run_1/metal_stack.png
Bar = 20 um.
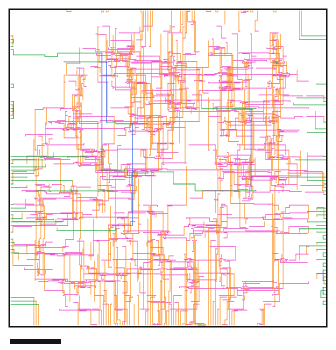
run_1/cell_classes.png
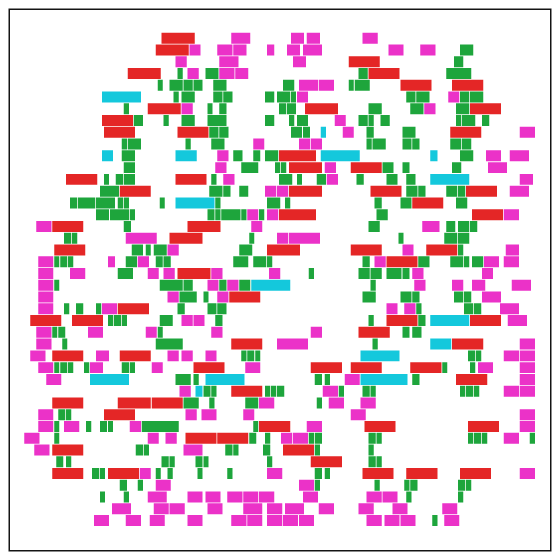
run_1/final_congestion.png
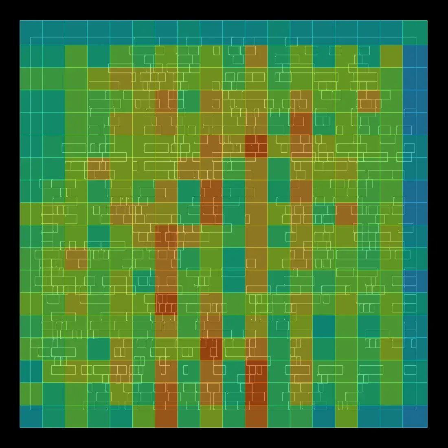
run_1/wire_density.png
Bar = 20 um. 25 x 25 tiles, from dark blue (low) to red (high), scaled to the fullest tile. Values are wire area over tile area, all layers added.
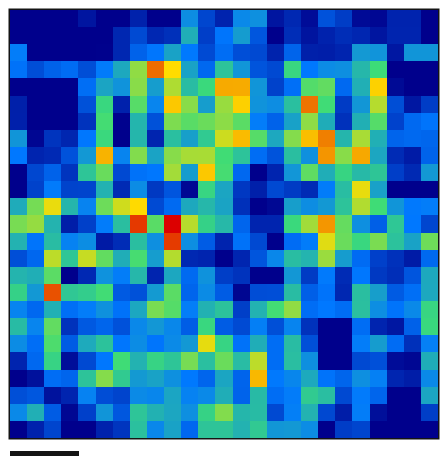
--- src/rtl/rv_core_pkg.sv ---
// Shared definitions for the execute sequencer: opcodes, FSM encoding, PC step.
package rv_core_pkg;

  localparam logic [6:0]  OP_REG  = 7'b0110011;
  localparam logic [6:0]  OP_IMM  = 7'b0010011;
  localparam logic [31:0] PC_STEP = 32'd4;

  typedef enum logic [2:0] {
    ST_IDLE      = 3'd0,
    ST_DECODE    = 3'd1,
    ST_EXECUTE   = 3'd2,
    ST_WRITEBACK = 3'd3,
    ST_TRAP      = 3'd4
  } state_t;

  // Only register-register and register-immediate ALU ops are executable.
  function automatic logic is_legal_op(input logic [6:0] op);
    return (op == OP_REG) || (op == OP_IMM);
  endfunction

endpackage

--- src/rtl/rv_latency_counter.sv ---
// 4-bit down-counter timing the ALU latency window; done when it reaches 1.
module rv_latency_counter (
  input  logic       clk_i,
  input  logic       rst_ni,
  input  logic       load_i,
  input  logic       dec_i,
  input  logic [3:0] load_val_i,
  output logic       done_o
);

  logic [3:0] cnt_q;
  logic [3:0] cnt_d;

  // Load takes priority; decrement saturates at zero.
  always_comb begin
    cnt_d = cnt_q;
    if (load_i) begin
      cnt_d = load_val_i;
    end else if (dec_i && (cnt_q != 4'd0)) begin
      cnt_d = cnt_q - 4'd1;
    end
  end

  // Counter register with synchronous active-low reset.
  always_ff @(posedge clk_i) begin
    if (!rst_ni) begin
      cnt_q <= 4'd0;
    end else begin
      cnt_q <= cnt_d;
    end
  end

  assign done_o = (cnt_q == 4'd1);

endmodule

--- src/rtl/rv_exec_sequencer.sv ---
// Single-issue execute sequencer: accept, decode, wait on the ALU, write back.
module rv_exec_sequencer
  import rv_core_pkg::*;
#(
  parameter int          ALU_LATENCY = 2,
  parameter logic [31:0] RESET_PC    = 32'h0000_0000
) (
  input  logic        clock,
  input  logic        reset_n,
  input  logic        instr_valid,
  output logic        instr_ready,
  input  logic [31:0] instr,
  output logic [31:0] pc,
  output logic [4:0]  rf_rs1_addr,
  output logic [4:0]  rf_rs2_addr,
  output logic [31:0] alu_instruction,
  output logic        alu_register_type,
  output logic        alu_immediate_type,
  input  logic [31:0] alu_result,
  output logic        rf_we,
  output logic [4:0]  rf_waddr,
  output logic [31:0] rf_wdata,
  output logic        retire,
  output logic        trap
);

  localparam logic [3:0] LAT_LOAD = ALU_LATENCY[3:0];

  state_t      state_q, state_d;
  logic [31:0] instr_q, instr_d;
  logic [31:0] pc_q,    pc_d;
  logic        cnt_load;
  logic        cnt_dec;
  logic        cnt_done;

  rv_latency_counter u_lat_cnt (
    .clk_i      (clock),
    .rst_ni     (reset_n),
    .load_i     (cnt_load),
    .dec_i      (cnt_dec),
    .load_val_i (LAT_LOAD),
    .done_o     (cnt_done)
  );

  // Next-state logic; the instruction word is only captured in IDLE.
  always_comb begin
    state_d  = state_q;
    instr_d  = instr_q;
    pc_d     = pc_q;
    cnt_load = 1'b0;
    cnt_dec  = 1'b0;
    case (state_q)
      ST_IDLE: begin
        if (instr_valid) begin
          instr_d = instr;
          state_d = ST_DECODE;
        end
      end
      ST_DECODE: begin
        if (is_legal_op(instr_q[6:0])) begin
          cnt_load = 1'b1;
          state_d  = ST_EXECUTE;
        end else begin
          state_d  = ST_TRAP;
        end
      end
      ST_EXECUTE: begin
        if (cnt_done) begin
          state_d = ST_WRITEBACK;
        end else begin
          cnt_dec = 1'b1;
        end
      end
      ST_WRITEBACK: begin
        pc_d    = pc_q + PC_STEP;
        state_d = ST_IDLE;
      end
      ST_TRAP: begin
        state_d = ST_TRAP;
      end
      default: begin
        state_d = ST_IDLE;
      end
    endcase
  end

  // State, latched instruction and PC; reset discards any in-flight work.
  always_ff @(posedge clock) begin
    if (!reset_n) begin
      state_q <= ST_IDLE;
      instr_q <= 32'd0;
      pc_q    <= RESET_PC;
    end else begin
      state_q <= state_d;
      instr_q <= instr_d;
      pc_q    <= pc_d;
    end
  end

  assign instr_ready        = (state_q == ST_IDLE) && reset_n;
  assign pc                 = pc_q;
  assign rf_rs1_addr        = instr_q[19:15];
  assign rf_rs2_addr        = instr_q[24:20];
  assign alu_instruction    = instr_q;
  assign alu_register_type  = (state_q == ST_EXECUTE) && (instr_q[6:0] == OP_REG);
  assign alu_immediate_type = (state_q == ST_EXECUTE) && (instr_q[6:0] == OP_IMM);
  assign rf_waddr           = instr_q[11:7];
  assign rf_wdata           = alu_result;
  assign rf_we              = (state_q == ST_WRITEBACK) && (instr_q[11:7] != 5'd0);
  assign retire             = (state_q == ST_WRITEBACK);
  assign trap               = (state_q == ST_TRAP);

endmodule

--- config.mk ---
export PLATFORM = sky130hd
export DESIGN_NAME = rv_exec_sequencer
export DESIGN_NICKNAME = d
export VERILOG_FILES = /design/src/rtl/rv_core_pkg.sv /design/src/rtl/rv_latency_counter.sv /design/src/rtl/rv_exec_sequencer.sv
export SDC_FILE = /design/constraint.sdc
export NUM_CORES = 1
export LEC_CHECK = 0
export CAP_MARGIN = 20
export CELL_PAD_IN_SITES_DETAIL_PLACEMENT = 0
export CELL_PAD_IN_SITES_GLOBAL_PLACEMENT = 1
export CORE_MARGIN = 3
export CORE_UTILIZATION = 24
export CTS_CLUSTER_DIAMETER = 120
export DETAILED_ROUTE_END_ITERATION = 10
export PLACE_DENSITY_LB_ADDON = 0.1
export SETUP_SLACK_MARGIN = 0.05
export SYNTH_ARGS = -nofsm -noshare
export SYNTH_HDL_FRONTEND = slang
export SYNTH_SLANG_ARGS = --single-unit
--- constraint.sdc ---
create_clock -name clock -period 1.97 [get_ports clock]
set_clock_uncertainty 0.1 [all_clocks]
set_input_delay 0.394 -clock clock [delete_from_list [all_inputs] [get_ports clock]]
set_output_delay 0.394 -clock clock [all_outputs]
set_load 0.02 [all_outputs]
==> summary.txt, run 1 <==
run results: status completed, footprint of the multi-input gates 1560 um2, number of diodes 0, post-placement cell count 689, switching share of power 24.3%, clk buf depth 2, cell family with most CP delay simple AND/OR/NAND/NOR gates, max-slew violation count 0, gr busiest metal met2, total grt overflow 0, hold buffer count at CTS 0, number of cell rows 42, Seq cells post-synth 69, synthesized cell area 3390 um2, power density of the placed cells 696 nW/um2, Clock buffers and inverters, area share 5.87%, non-clock buffer area fraction after layout 31.9%, endpoint class of the critical path output port, Die Size 15,600 um2, R2R depth 4, Crit path largest cell delay 0.33 ns, inverter count 10, Worst Path Class, Setup flip-flop to output port, distinct lib cells 46, count of TritonRoute iterations in the first routing pass 4, met3 wire length 653 um, number of global-route vias before repair 3,191, reg2reg end pc[31]$_SDFFE_PN0P_, cells in synth_stat.txt 416, final setup vio count 0, number of antenna violations at the first check in global routing 0, standard cell with the maximum stage delay on the critical path sky130_fd_sc_hd__dfxtp_2, met2 capacity usage during global routing 22.5%, maximum level of the CTS H-tree 3, worst setup path start alu_instruction[3]$_SDFFE_PN0P_, nonclk buf count 175, worst-path fanout max 3, combinational fraction of design power 13.6%, leading cell type in the layout, fill and taps excluded sky130_fd_sc_hd__clkdlybuf4s50_1, shortest period the worst path allows 1.94 ns, period utilisation layout 98.7%, stages on the worst setup path 5, number of logic gates 265, post-layout worst setup margin 0.0264 ns, clock root buffer master sky130_fd_sc_hd__clkbuf_16, die extent in y 125 um, sequential logic power 1.48 mW, xor/xnor cell area share of the yosys netlist 3.88%, proportion of cell area occupied by registers 27.1%
-- metal_stack.png (at the start) --
legend:
  blue:
    layer: met4
    wire_length: 156 um
  magenta:
    layer: met1
    wire_length: 4,240 um
  orange:
    layer: met2
    wire_length: 5,100 um
  green:
    layer: met3
    wire_length: 654 um

-- cell_classes.png (at the start) --
legend:
  magenta:
    class: other buffers and delay cells
    cells: 175
  green:
    class: all other logic
    cells: 275
  cyan:
    class: clock drivers and dummy loads
    cells: 16
  red:
    class: flops
    cells: 69

-- final_congestion.png (at the start) --
utilization of the core after routing: 38.4%
global routing usage on met1: 14.8%
global routing usage summed across all routing layers: 13.1%
drt wl/cell: 14.3 um

-- wire_density.png (at the start) --
fullest tile: 0.37
emptiest ninth of the die: upper left
mean over tiles: 0.10
total via count in the routed design: 3,219
wire length after detailed routing: 10,200 um

==> run 1: registers in the layout, indices dropped and copies added (netlist names) <==
register,count
alu_instruction,32
pc,30
state_q,3
u_lat_cnt.cnt_q,4
==> run 1: cell usage after synthesis, drive strengths merged, types with 4 or more instances <==
master	instances	share of area [%]
nor3	9	1.3
clkbuf	16	2.1
nor4	4	0.74
buf	55	12
o41ai	5	1.3
and4	4	1.1
nand3	8	1.2
o31ai	8	1.8
a21oi	47	6.9
o311ai	5	1.3
nand4	12	2.2
nand2b	7	1.3
ha	4	1.5
xor2	7	1.8
nor2	17	1.9
nand2	79	8.7
xnor2	8	2.1
dfxtp	69	41
or4	9	2.0
inv	10	1.1
==> inputs of run 2 (changes only) <==
--- a/config.mk
+++ b/config.mk
@@ -11,6 +11,7 @@
 export CORE_MARGIN = 3
 export CORE_UTILIZATION = 24
 export CTS_CLUSTER_DIAMETER = 120
+export CTS_CLUSTER_SIZE = 8
 export DETAILED_ROUTE_END_ITERATION = 10
 export PLACE_DENSITY_LB_ADDON = 0.1
 export SETUP_SLACK_MARGIN = 0.05
run_2/registers.png
Bar = 20 um. Other sequential cells in the stronger gray, the rest of the logic in the fainter gray.
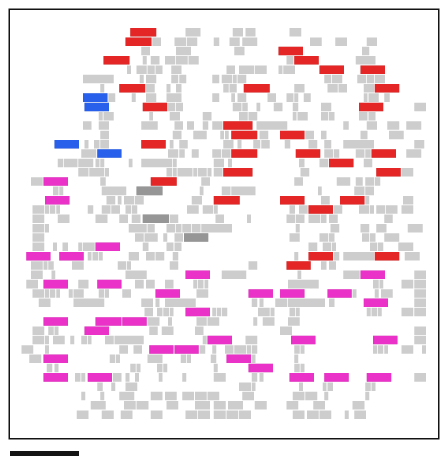
legend:
  blue:
    signal: u_lat_cnt.cnt_q
    placed_flops: 4
    where: upper left
  magenta:
    signal: alu_instruction
    placed_flops: 32
  red:
    signal: pc
    placed_flops: 30

run_2/metal_stack.png
Bar = 20 um.
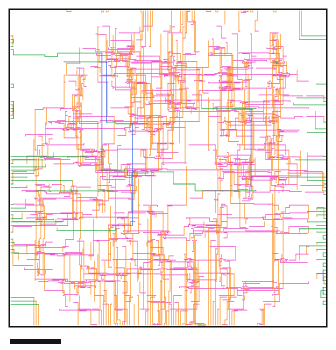
legend:
  orange:
    layer: met2
    wire_length: 5,100 um
  magenta:
    layer: met1
    wire_length: 4,240 um
  green:
    layer: met3
    wire_length: 654 um
  blue:
    layer: met4
    wire_length: 156 um

==> run 2 against run 1 <==
  * Largest cell class unchanged
  * Register-to-register slack is essentially flat
  * Routed wire length did not move
  * Synthesized area stayed put
  * Global-route usage is the same
  * First-iteration DRC count unchanged
  * Synthesized cell count unchanged
  * Cell count is the same
  * Count of clock-buffer cells in the layout is the same
  * Critical path type unchanged
==> summary.txt, run 2 <==
run results: status completed, sequential logic power 1.48 mW, post-layout worst setup margin 0.0264 ns, Die Size 15,600 um2, Synth top cell by count sky130_fd_sc_hd__nand2_1, endpoint class of the critical path output port, drt wl/cell 14.3 um, number of cell rows 42, sequential power share 41.0%, number of remaining DRC errors 0, clock root buffer master sky130_fd_sc_hd__clkbuf_16, reg2reg end pc[31]$_SDFFE_PN0P_, period utilisation layout 98.7%, synth cell count leaders sky130_fd_sc_hd__nand2_1 (79), sky130_fd_sc_hd__dfxtp_1 (69), sky130_fd_sc_hd__buf_4 (49), shortest period the worst path allows 1.94 ns, total via count in the routed design 3,219, Crit path largest cell delay 0.33 ns, switching share of power 24.3%, cell types with the largest area share after synthesis sky130_fd_sc_hd__dfxtp_1 (41%), sky130_fd_sc_hd__buf_4 (11%), sky130_fd_sc_hd__nand2_1 (8.7%), met3 wire length 653 um, Worst Path Class, Setup flip-flop to output port, worst setup path start alu_instruction[3]$_SDFFE_PN0P_, worst-case hold path end point alu_instruction[28]$_SDFFE_PN0P_, max-slew violation count 0, cell family with most CP delay simple AND/OR/NAND/NOR gates, max reg flops 32, power density of the placed cells 696 nW/um2, cells in synth_stat.txt 416, synthesized cell area 3390 um2, leading cell type in the layout, fill and taps excluded sky130_fd_sc_hd__clkdlybuf4s50_1, global routing usage summed across all routing layers 13.1%, standard cell with the maximum stage delay on the critical path sky130_fd_sc_hd__dfxtp_2, clk buf depth 2, Seq cells post-synth 69, final setup vio count 0, combinational fraction of design power 13.6%, Yosys Chip Area 3390 um2, post-synth top area cell sky130_fd_sc_hd__dfxtp_1, number of diodes 0, number of antenna violations at the first check in global routing 0, Num CTS Buffers 9, R2R depth 4, xor/xnor cell area share of the yosys netlist 3.88%, utilization of the core after routing 38.4%, number of global-route vias before repair 3,191, share of flip-flops with an asynchronous set or reset 0%, maximum level of the CTS H-tree 3, largest combinational cell category by area simple AND/OR/NAND/NOR gates, stages on the worst setup path 5, global routing usage on met1 14.8%, total grt overflow 0, distinct lib cells 46, number of enable-type register cells in the synthesized netlist 0, met2 capacity usage during global routing 22.5%, wire length after detailed routing 10,200 um, worst-path fanout max 3, post-placement cell count 689, footprint of the multi-input gates 1560 um2, die extent in y 125 um, gr busiest metal met2, layout net count 601, worst hold slack 0.353 ns, wire length of the first global-routing pass 16,500 um, RR Startpoint pc[2]$_SDFFE_PN0P_, area share of the largest cell type after synthesis 40.8%, count of TritonRoute iterations in the first routing pass 4
[run 2: cell counts after synthesis]
Identical to the previous run, type by type.
[run 2: cell type report]
type                            count  area share [%]
Inverter                           10           0.725
Clock buffer                       12            4.95
Tap cell                          176            4.25
Sequential cell                    69            27.1
Multi-Input combinational cell    265            30.1
Clock inverter                      4           0.918
Timing Repair Buffer              175            31.9
[run 2: tightest hold or removal path: stages (launching register included)]
cell	delay, ns
sky130_fd_sc_hd__dfxtp_1	0.30
sky130_fd_sc_hd__nand2_1	0.05
sky130_fd_sc_hd__a21oi_1	0.05
[run 2: repair_timing]
action / 4_1_cts / 5_1_grt
setup endpoints to repair: 23 / 28
setup buffers: 2 / 4
gates resized: 50 / 31
pin swaps: 3 / 5
Power and IR drop assume default switching activity.
